<file path="config.mk">
export PLATFORM = sky130hd
export DESIGN_NAME = dec4to16_sync
export DESIGN_NICKNAME = d
export VERILOG_FILES = /design/src/rtl/dec4to16_sync.sv
export SDC_FILE = /design/constraint.sdc
export NUM_CORES = 1
export LEC_CHECK = 0
export CORE_AREA = 2 2 39 41
export DETAILED_ROUTE_END_ITERATION = 7
export DIE_AREA = 0 0 41 43
export GPL_TIMING_DRIVEN = 0
export HOLD_SLACK_MARGIN = 0.06
export PLACE_DENSITY = 0.7
export SLEW_MARGIN = 20
export SYNTH_ARGS = -nofsm -noshare
export SYNTH_HDL_FRONTEND = slang
export SYNTH_SLANG_ARGS = --single-unit
</file>
<file path="constraint.sdc">
create_clock -name clk -period 1.9 [get_ports clk]
set_input_delay 0.38 -clock clk [delete_from_list [all_inputs] [get_ports clk]]
set_output_delay 0.38 -clock clk [all_outputs]
set_load 0.05 [all_outputs]
</file>
<file path="src/rtl/dec4to16_sync.sv">
// dec4to16_sync: registered 4-to-16 one-hot decoder with enable.
// Converts a 4-bit select code into a 16-bit one-hot word for chip-select or
// row-select logic. The output is registered by default, so the consumer sees
// no combinational path from the select inputs.
//
// Parameters:
//   OUT_REG    1: one-cycle registered output; 0: combinational output that
//              ignores rst.
//   ACTIVE_LOW 0: the selected bit is 1 and all others are 0.
//              1: the selected bit is 0 and all others are 1.
//
// Optional feature macro: DEC4TO16_VALID_EN
//   When it is defined, the module gains an out_vld output that carries en with
//   the same latency as out. When it is undefined, the port and its logic are
//   absent.
module dec4to16_sync #(
   parameter int OUT_REG    = 1,
   parameter int ACTIVE_LOW = 0
) (
   input  logic        clk,
   input  logic        rst,
   input  logic [3:0]  in,
   input  logic        en,
`ifdef DEC4TO16_VALID_EN
   output logic        out_vld,
`endif
   output logic [15:0] out
);

   // Active-high one-hot decode. A disabled decoder selects nothing.
   function automatic logic [15:0] decode(input logic [3:0] code, input logic enable);
      return enable ? (16'h0001 << code) : 16'h0000;
   endfunction

   // Apply the configured output polarity to an active-high word.
   function automatic logic [15:0] polarize(input logic [15:0] d);
      return (ACTIVE_LOW != 0) ? ~d : d;
   endfunction

   // Pattern where no line is selected. It is used for both reset and en=0.
   function automatic logic [15:0] inactive();
      return polarize(16'h0000);
   endfunction

   generate
      if (OUT_REG != 0) begin : g_reg
         logic [15:0] out_p1;

         // ---- stage p0 -> p1: register the decoded word; rst overrides en
         always_ff @(posedge clk) begin
            if (rst) out_p1 <= inactive();
            else     out_p1 <= polarize(decode(in, en));
         end

         assign out = out_p1;

`ifdef DEC4TO16_VALID_EN
         logic vld_p1;

         // Valid travels with the decoded word and is cleared by reset.
         always_ff @(posedge clk) begin
            if (rst) vld_p1 <= 1'b0;
            else     vld_p1 <= en;
         end

         assign out_vld = vld_p1;
`endif
      end else begin : g_comb
         // Combinational build: out follows in/en directly and rst has no effect on it.
         assign out = polarize(decode(in, en));
`ifdef DEC4TO16_VALID_EN
         assign out_vld = en;
`endif
      end
   endgenerate

endmodule

</file>
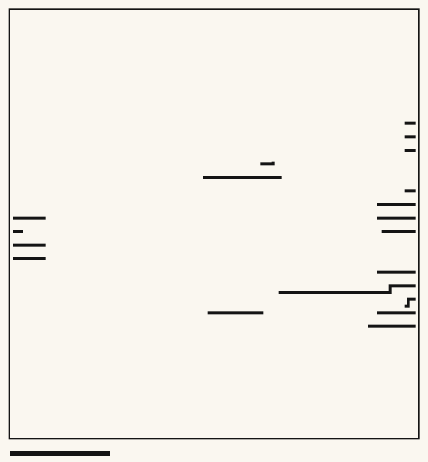
Figure 1: run 1, met3 routing.
Scale bar: 10 microns.
main direction: horizontal
wire length on this layer: 64.5 microns
longest straight run: 11.0 microns
nets with wire on the layer: 17

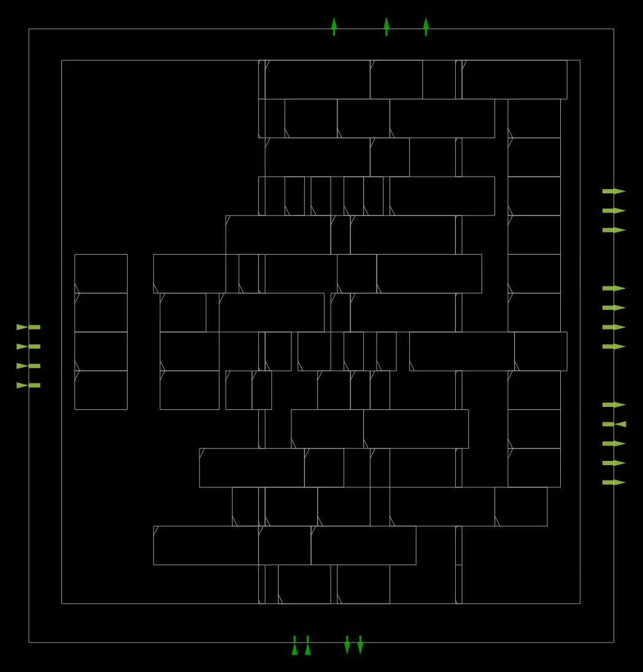
Figure 2: run 1, placement view.
CORE AREA: 0.00138 sq mm
Fillers: 147
Final Core Density: 52.6%

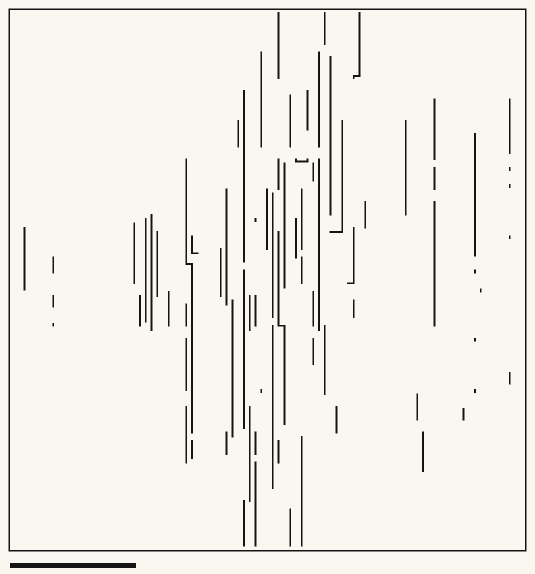
Figure 3: run 1, met2 routing.
Scale bar: 10 microns.
longest straight run: 13.6 microns
nets with wire on the layer: 66
wire length on this layer: 372 microns
share of all routed wire: 45%
via count: 362
Final Routed Wirelength: 829 microns
M2 GR Usage: 16.3%

==> impl_metrics.tcl, run 1 <==
# metrics dict for downstream scripts
set metrics [dict create \
    port_buffers 22 \
    clkPwrFrac_pct 36.5 \
    synth_cells 39 \
    fmax_mhz 560 \
    status "finished clean" \
    vias_per_cell 4.47 \
    min_path_type "in -> reg" \
    comb_share_pct 18.0 \
    dr.pass1.iters 4 \
    boundaryPins 23 \
    flop_area_sq_um 320 \
    top_layer "met4" \
    place_ws_ps 304 \
    diodes 0 \
    yosys_area_sq_um 452 \
    placedCellCount 77 \
    grt_max_degree 10 \
    synthDistinctLibCells 9 \
    wl_met3_microns 64 \
    min_to "out[0]" \
    wire_per_inst_microns 10.2 \
    p_int_mw 0.477 \
]
==> run 1 -> run 2 <==
DONT_BUFFER_PORTS = 1   (was default)
PLACE_DENSITY = default   (was 0.7)
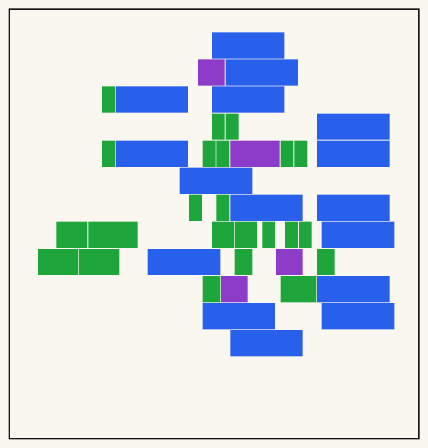
Figure 4: run 2, cell classes on the final placement.
| class | color | cells | share of their area |
|---|---|---|---|
| combinational and other logic | green | 23 | 27% |
| clock drivers and dummy loads | purple | 4 | 7.4% |
| sequential cells | blue | 16 | 66% |

==> run 2 against run 1 <==
Net effect:
- wire length decreased by 4.6%
- non-clock buffer count down 22
- sequential power grew 4%
- via count shrank 21%
- clock power down 4%
- fmax up 37%
- critical path type unchanged
- core utilization fell by 16 points
- worst hold slack worse by 630 ps
- critical path depth shrank 1
- die area stayed put
==> impl_metrics.tcl, run 2 <==
# metrics dict for downstream scripts
set metrics [dict create \
    p_leak_nw 0.186 \
    vias 286 \
    dr.pass1.iters 4 \
    status "finished clean" \
    min_path_type "in -> reg" \
    comb_share_pct 25.9 \
    min_path_cells 1 \
    port_buffers 0 \
    path_max_fanout 1 \
    yosys_area_sq_um 452 \
    fin_ws_ps 595 \
    crit_cells 0 \
    largest_register_ffs 16 \
    vias_per_cell 4.85 \
    drc 0 \
    wire_per_inst_microns 13.4 \
    wl_met3_microns 85 \
    p_int_mw 0.461 \
    sh_seq_area_pct 63.1 \
    diodes 0 \
    grtUsageMet2_pct 12.8 \
    design.core.area_sq_mm 0.00138 \
    cts_buffers 3 \
    ys_ff 16 \
    min_to "out[0]" \
    endpoint "out[6]" \
    synth_cells 39 \
    period_used_pct 68.7 \
    clkPwrFrac_pct 37.1 \
    arrival_ps 920 \
    met2_length_microns 352 \
    dominant_cells "registers" \
    top_layer "met4" \
    fmax_mhz 767 \
    flop_area_sq_um 320 \
    synthDistinctLibCells 9 \
    placedCellCount 55 \
    ys_cells 39 \
    final_util_pct 36.7 \
    worstHoldStart "in[0]" \
    grt_max_degree 10 \
    nFillCells 149 \
    drt-total-wl_microns 791 \
    seq_cell_power_mw 0.351 \
    grt_util_met1_pct 13.1 \
    place_ws_ps 785 \
    whs_ps 153 \
]
Power is estimated from default activity; no workload was simulated.
